--- config.mk ---
export PLATFORM = sky130hd
export DESIGN_NAME = fir_addr_gen
export DESIGN_NICKNAME = d
export VERILOG_FILES = /design/src/rtl/fir_pkg.sv /design/src/rtl/fir_addr_gen_circ_ptr.sv /design/src/rtl/fir_addr_gen.sv
export SDC_FILE = /design/constraint.sdc
export NUM_CORES = 1
export LEC_CHECK = 0
export ABC_AREA = 1
export CORE_ASPECT_RATIO = 1.75
export CORE_MARGIN = 2
export CORE_UTILIZATION = 56
export CTS_CLUSTER_SIZE = 30
export DETAILED_ROUTE_END_ITERATION = 10
export PLACE_DENSITY = 0.77
export SYNTH_ARGS = -nofsm -noshare
export SYNTH_HDL_FRONTEND = slang
export SYNTH_SLANG_ARGS = --single-unit
--- constraint.sdc ---
create_clock -name clk -period 2.2 [get_ports clk]
set_clock_uncertainty 0.15 [all_clocks]
set_input_delay 0.22 -clock clk [delete_from_list [all_inputs] [get_ports clk]]
set_output_delay 0.22 -clock clk [all_outputs]
set_load 0.02 [all_outputs]
--- src/rtl/fir_pkg.sv ---
// Shared types and helpers for the FIR address sequencer.
package fir_pkg;

  localparam int ADDR_W = 8;

  typedef enum logic [2:0] {
    IDLE  = 3'd0,
    WRITE = 3'd1,
    MAC   = 3'd2,
    DRAIN = 3'd3,
    DONE  = 3'd4
  } fir_state_t;

  function automatic bit taps_ok(input int taps);
    return (taps >= 2) && (taps <= 256);
  endfunction

endpackage

--- src/rtl/fir_addr_gen_circ_ptr.sv ---
// Modulo-MOD circular pointer that steps by +1 or -1, with a synchronous load.
module circ_ptr
  import fir_pkg::*;
#(
  parameter int MOD = 16,
  parameter int DIR = 1
) (
  input  logic              clk,
  input  logic              rst,
  input  logic              load,
  input  logic [ADDR_W-1:0] load_val,
  input  logic              step,
  output logic [ADDR_W-1:0] ptr
);

  localparam logic [ADDR_W-1:0] LAST = ADDR_W'(MOD - 1);

  logic [ADDR_W-1:0] ptr_q, ptr_d;

  // A 256-entry ring wraps for free on 8-bit overflow; smaller rings need the compare.
  generate
    if (MOD == 256) begin : g_nat
      always_comb ptr_d = (DIR > 0) ? ptr_q + 1'b1 : ptr_q - 1'b1;
    end else begin : g_cmp
      always_comb begin
        ptr_d = ptr_q;
        if (DIR > 0) ptr_d = (ptr_q == LAST) ? '0 : ptr_q + 1'b1;
        else         ptr_d = (ptr_q == '0) ? LAST : ptr_q - 1'b1;
      end
    end
  endgenerate

  always_ff @(posedge clk or posedge rst) begin
    if (rst)       ptr_q <= '0;
    else if (load) ptr_q <= load_val;
    else if (step) ptr_q <= ptr_d;
  end

  assign ptr = ptr_q;

endmodule

--- src/rtl/fir_addr_gen.sv ---
// FIR address sequencer: writes each accepted sample, walks all taps with paired
// sample/coefficient addresses, waits for the pipeline to drain, then hands off.
module fir_addr_gen
  import fir_pkg::*;
#(
  parameter int TAPS = 16,
  parameter int PIPE = 2
) (
  input  logic              clk,
  input  logic              rst,
  input  logic              in_valid,
  output logic              in_ready,
  output logic              wr_en,
  output logic [ADDR_W-1:0] wr_addr,
  output logic [ADDR_W-1:0] smp_addr,
  output logic [ADDR_W-1:0] coef_addr,
  output logic              mac_en,
  output logic              mac_first,
  output logic              out_valid,
  input  logic              out_ready
);

  localparam logic [ADDR_W-1:0] LAST = ADDR_W'(TAPS - 1);

  generate
    if (!taps_ok(TAPS)) begin : g_bad_taps
      $error("fir_addr_gen: TAPS out of range 2..256");
    end
    if (PIPE < 1 || PIPE > 15) begin : g_bad_pipe
      $error("fir_addr_gen: PIPE out of range 1..15");
    end
  endgenerate

  fir_state_t        state_q;
  logic [ADDR_W-1:0] k_q;
  logic [3:0]        d_q;
  logic [ADDR_W-1:0] wp, rp;
  logic              wr_en_q, mac_en_q, mac_first_q, out_valid_q;
  logic [ADDR_W-1:0] wr_addr_q, smp_addr_q, coef_addr_q;
  logic              accept, issue, handshake;

  assign accept    = (state_q == IDLE) && in_valid;
  // Tap addresses are issued on the edge leaving WRITE and on every MAC edge but the last.
  assign issue     = (state_q == WRITE) || ((state_q == MAC) && (coef_addr_q != LAST));
  assign handshake = (state_q == DONE) && out_ready;

  circ_ptr #(.MOD(TAPS), .DIR(1)) u_wp (
    .clk(clk), .rst(rst), .load(1'b0), .load_val('0), .step(handshake), .ptr(wp)
  );

  circ_ptr #(.MOD(TAPS), .DIR(-1)) u_rp (
    .clk(clk), .rst(rst), .load(accept), .load_val(wp), .step(issue), .ptr(rp)
  );

  always_ff @(posedge clk or posedge rst) begin
    if (rst) begin
      state_q     <= IDLE;
      k_q         <= '0;
      d_q         <= '0;
      wr_en_q     <= 1'b0;
      wr_addr_q   <= '0;
      smp_addr_q  <= '0;
      coef_addr_q <= '0;
      mac_en_q    <= 1'b0;
      mac_first_q <= 1'b0;
      out_valid_q <= 1'b0;
    end else begin
      if (issue) begin
        smp_addr_q  <= rp;
        coef_addr_q <= k_q;
        mac_en_q    <= 1'b1;
        mac_first_q <= (k_q == '0);
        k_q         <= k_q + 1'b1;
      end
      case (state_q)
        IDLE: begin
          if (in_valid) begin
            state_q   <= WRITE;
            wr_en_q   <= 1'b1;
            wr_addr_q <= wp;
            k_q       <= '0;
          end
        end
        WRITE: begin
          wr_en_q <= 1'b0;
          state_q <= MAC;
        end
        MAC: begin
          if (coef_addr_q == LAST) begin
            state_q     <= DRAIN;
            mac_en_q    <= 1'b0;
            mac_first_q <= 1'b0;
            d_q         <= 4'(PIPE);
          end
        end
        DRAIN: begin
          d_q <= d_q - 1'b1;
          if (d_q == 4'd1) begin
            state_q     <= DONE;
            out_valid_q <= 1'b1;
          end
        end
        DONE: begin
          if (out_ready) begin
            state_q     <= IDLE;
            out_valid_q <= 1'b0;
          end
        end
        default: state_q <= IDLE;
      endcase
    end
  end

  assign in_ready  = (state_q == IDLE);
  assign wr_en     = wr_en_q;
  assign wr_addr   = wr_addr_q;
  assign smp_addr  = smp_addr_q;
  assign coef_addr = coef_addr_q;
  assign mac_en    = mac_en_q;
  assign mac_first = mac_first_q;
  assign out_valid = out_valid_q;

endmodule
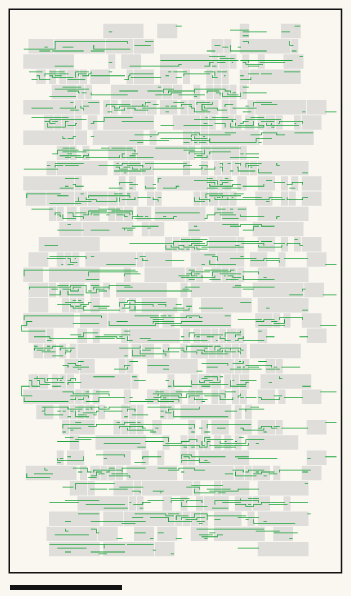
**Above:** run 1 (the metal 1 layer).
Bar = 20 um.
- main direction: horizontal
- nets with wire on the layer: 379
- share of all routed wire: 41%
Routed WL: 5720 um
via count: 2396
met1 Resource Use GR: 0.269

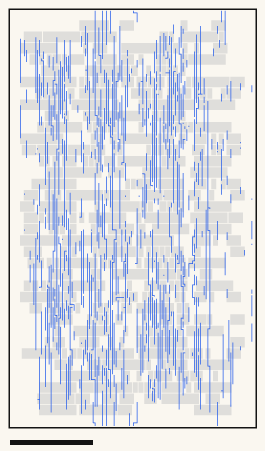
**Above:** run 1 (signal wires on met2).
Bar = 20 um.
- longest straight run: 31.1 um
- wire length on this layer: 3000 um
- main direction: vertical
- share of all routed wire: 52%
- nets with wire on the layer: 327
grt met2 use: 0.374

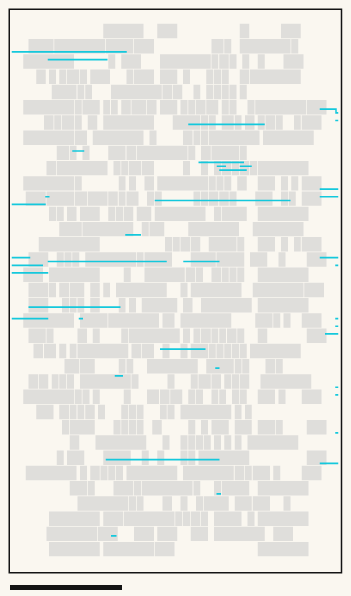
**Above:** run 1 (signal wires on met3).
Bar = 20 um.
- main direction: horizontal
- share of all routed wire: 3.6%
met3 Usage GRT: 0.0464

==> flow_summary.yaml, run 1 <==
# flow metrics
synth:
  mux_share: 0
  xor_share: 0.0236
  synth.distinct_cells: 33
  aoi_share: 0.0949
  yosys_warnings: 0
  synth_nets: 373
  syn_inst: 363
  top_area_frac: 0.497
  ys_area_um2: 2970
  top_logic_kind: "simple AND/OR/NAND/NOR gates"
  avgSynthCellArea_um2: 8.18
  synth_adder_area_share: 0.0253
sta:
  grt_setup_unrepaired: "false"
  relSlewSlack: 0.695
  hold_slack_ns: 0.103
  setup_viol: 0
  tightest_slew_ns: 0.456
  finalClockPeriodUsage: 0.944
critical_path:
  endpoint: "in_ready"
  timing.rr.start: "state_q[2]"
  critical-path-slowest-cell: "clkdlybuf4s50_1"
  critPathTopFamily: "buffers and inverters"
  crit_required_ns: 1.83
  crit_path_start_kind: "register"
  r2r-end: "u_rp.ptr[1]"
  reg2reg_depth: 8
  path_max_fanout: 3
  crit_type: "reg2out"
global_route:
  busiest_layer: "met2"
  grt_usage: 0.226
  grt_start_max_net_pins: 60
  overflow: 0
  grt_pass1_vias: 2325
power_and_ir_drop:
  power_uw: 5870
  p_comb_uw: 2950
  vdd_drop_max_uv: 1120
  p_seq_frac: 0.322
  power-top-group: "combinational cells"
  combinationalPowerShare: 0.502
  cellLeakagePower_uw: 0.00180
drt:
  dr_wl_met3_um: 207
  drt_iter0_drc: 79
  wl_per_cell_um: 12.4
  ant_nets: 0
  met1_length_um: 2370
  firstDrtPassIters: 4
run:
  warning_count: 28
finish:
  syn2layout_area_growth_pct: 19.8
  fin_nets: 411
  n_antenna_cell: 0
  finalNonFillerCells: 461
  drive_gt1_frac: 0.106
  finalInstanceArea_um2: 3560
status:
  status: "finished clean"
worst_hold_path:
  hold_class: "in2async"
clock_tree:
  worstSkewPairLatency_ns: 0.34
  cts_root_buf: "clkbuf_8"
  cts.path.max_buffers: 2
  clk_pin_slew_ns: 0.07
  numCtsBuffers: 9
  postCtsSetupBuffers: 0
placement:
  dp_cells: 445
  gp_congestion: 0.822
  numPortBuffers: 32
  pre_cts_ws_ns: 0.394
floorplan:
  rows: 35
  chipArea_um2: 5920
## run 1: area by class of cell
class / count / area [um^2]
Fill cell: 435 / 1610
Clock inverter: 4 / 47.5
Clock buffer: 12 / 165
Timing Repair Buffer: 36 / 375
Multi-Input combinational cell: 242 / 1220
Tap cell: 55 / 68.8
Sequential cell: 59 / 1480
Inverter: 53 / 199
## run 1: synth_stat cells (all sizes together)
cell type / number
nor3: 3
dfrtp: 59
nor4: 1
a41oi: 1
o22ai: 2
o21ai: 16
xor2: 7
nand3: 27
ha: 6
a21oi: 20
inv: 53
a21boi: 1
buf: 9
a2bb2oi: 2
nand3b: 1
o211ai: 1
nand4: 10
a31oi: 1
xnor2: 1
nand2: 98
nor2: 44
==> inputs of run 2 (changes only) <==
Settings changed: CORE_MARGIN 2 to 3, PLACE_DENSITY 0.77 to 0.84.
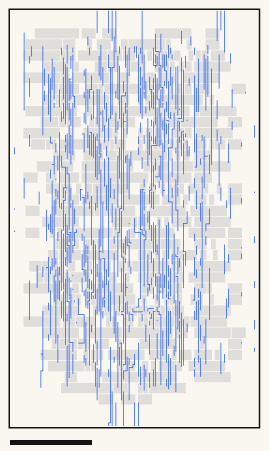
**Above:** run 2 (signal wires on met2).
Bar = 20 um.
- nets with wire on the layer: 339
- share of all routed wire: 53%
- main direction: vertical
grt met2 use: 0.368
via count: 2443

==> flow_summary.yaml, run 2 <==
# flow metrics
drt:
  top_layer: "met4"
  dr_wl_met3_um: 215
  routed_wl_um: 5710
  drt_iter0_drc: 123
  met1_length_um: 2370
  ant_nets: 0
  firstDrtPassIters: 5
finish:
  syn2layout_area_growth_pct: 20.5
  finalInstanceArea_um2: 3580
  fin_nets: 412
  finalNonFillerCells: 461
sta:
  tightest_slew_ns: 0.410
  grt_setup_unrepaired: "false"
  finalClockPeriodUsage: 0.939
  relSlewSlack: 0.726
  hold_slack_ns: 0.104
synth:
  syn_inst: 363
  async_flop_share: 1.00
  xor_share: 0.0236
  synth_top_cell_by_count: "nand2_1"
  yosys_warnings: 0
  edf_count: 0
  aoi_share: 0.0949
  top_area_frac: 0.497
  synth.distinct_cells: 33
  top_cells_by_count: "nand2_1, dfrtp_1, inv_1, nor2_1, nand3_1"
  synth_nets: 373
  ys_area_um2: 2970
  mux_share: 0
clock_tree:
  clk_pin_slew_ns: 0.07
  numCtsBuffers: 9
  worstSkewPairLatency_ns: 0.33
  postCtsSetupBuffers: 0
  cts_root_buf: "clkbuf_8"
floorplan:
  chipArea_um2: 6240
  rows: 34
critical_path:
  timing.rr.start: "state_q[2]"
  r2r-end: "k_q[0]"
  reg2reg_depth: 8
  critPathTopFamily: "buffers and inverters"
  crit_path_start_kind: "register"
  path_max_fanout: 3
  crit_required_ns: 1.83
placement:
  numPortBuffers: 32
  dp_cells: 445
  gp_congestion: 0.856
status:
  status: "finished clean"
global_route:
  grt_start_max_net_pins: 60
  busiest_layer: "met2"
  grt_pass1_vias: 2366
  overflow: 0
power_and_ir_drop:
  p_seq_frac: 0.317
  p_comb_uw: 2960
  p_per_area_nw_per_um2: 1660
  vdd_drop_max_uv: 904
  cellLeakagePower_uw: 0.00180
  power-top-group: "combinational cells"
  power_uw: 5940
  combinationalPowerShare: 0.498
worst_hold_path:
  hold_class: "in2async"
run:
  warning_count: 28
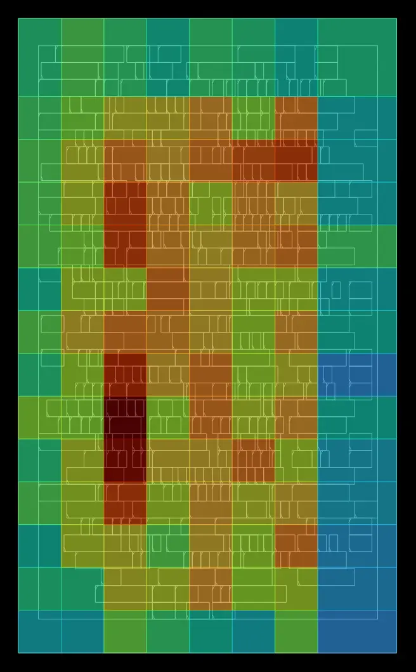
**Above:** run 2 (routing congestion map).
met3 Usage GRT: 0.0405
Tot GR Track Use: 0.215
WL/cell: 12.4 um
met1 Resource Use GR: 0.254

## run 2: layout make-up
type                            instances  area [um^2]
Clock buffer                           10          138
Multi-Input combinational cell        242         1220
Timing Repair Buffer                   37          383
Sequential cell                        59         1480
Clock inverter                          6         88.8
Fill cell                             385         1490
Tap cell                               54         67.6
Inverter                               53          199
## run 2: worst max path at each step
stage,from,to,slack [ns],cells past startpoint
4_1_cts,state_q[2],in_ready,0.11,4
3_3_place_gp,in_valid,u_rp.ptr[3],0.49,7
5_1_grt,state_q[2],in_ready,0.05,4
3_5_place_dp,in_valid,u_rp.ptr[3],0.46,7
2_1_floorplan,rst,coef_addr[0],0.37,1
6_report,state_q[2],in_ready,0.13,4
Power figures rest on the tool's default switching activity, not on a simulated workload.
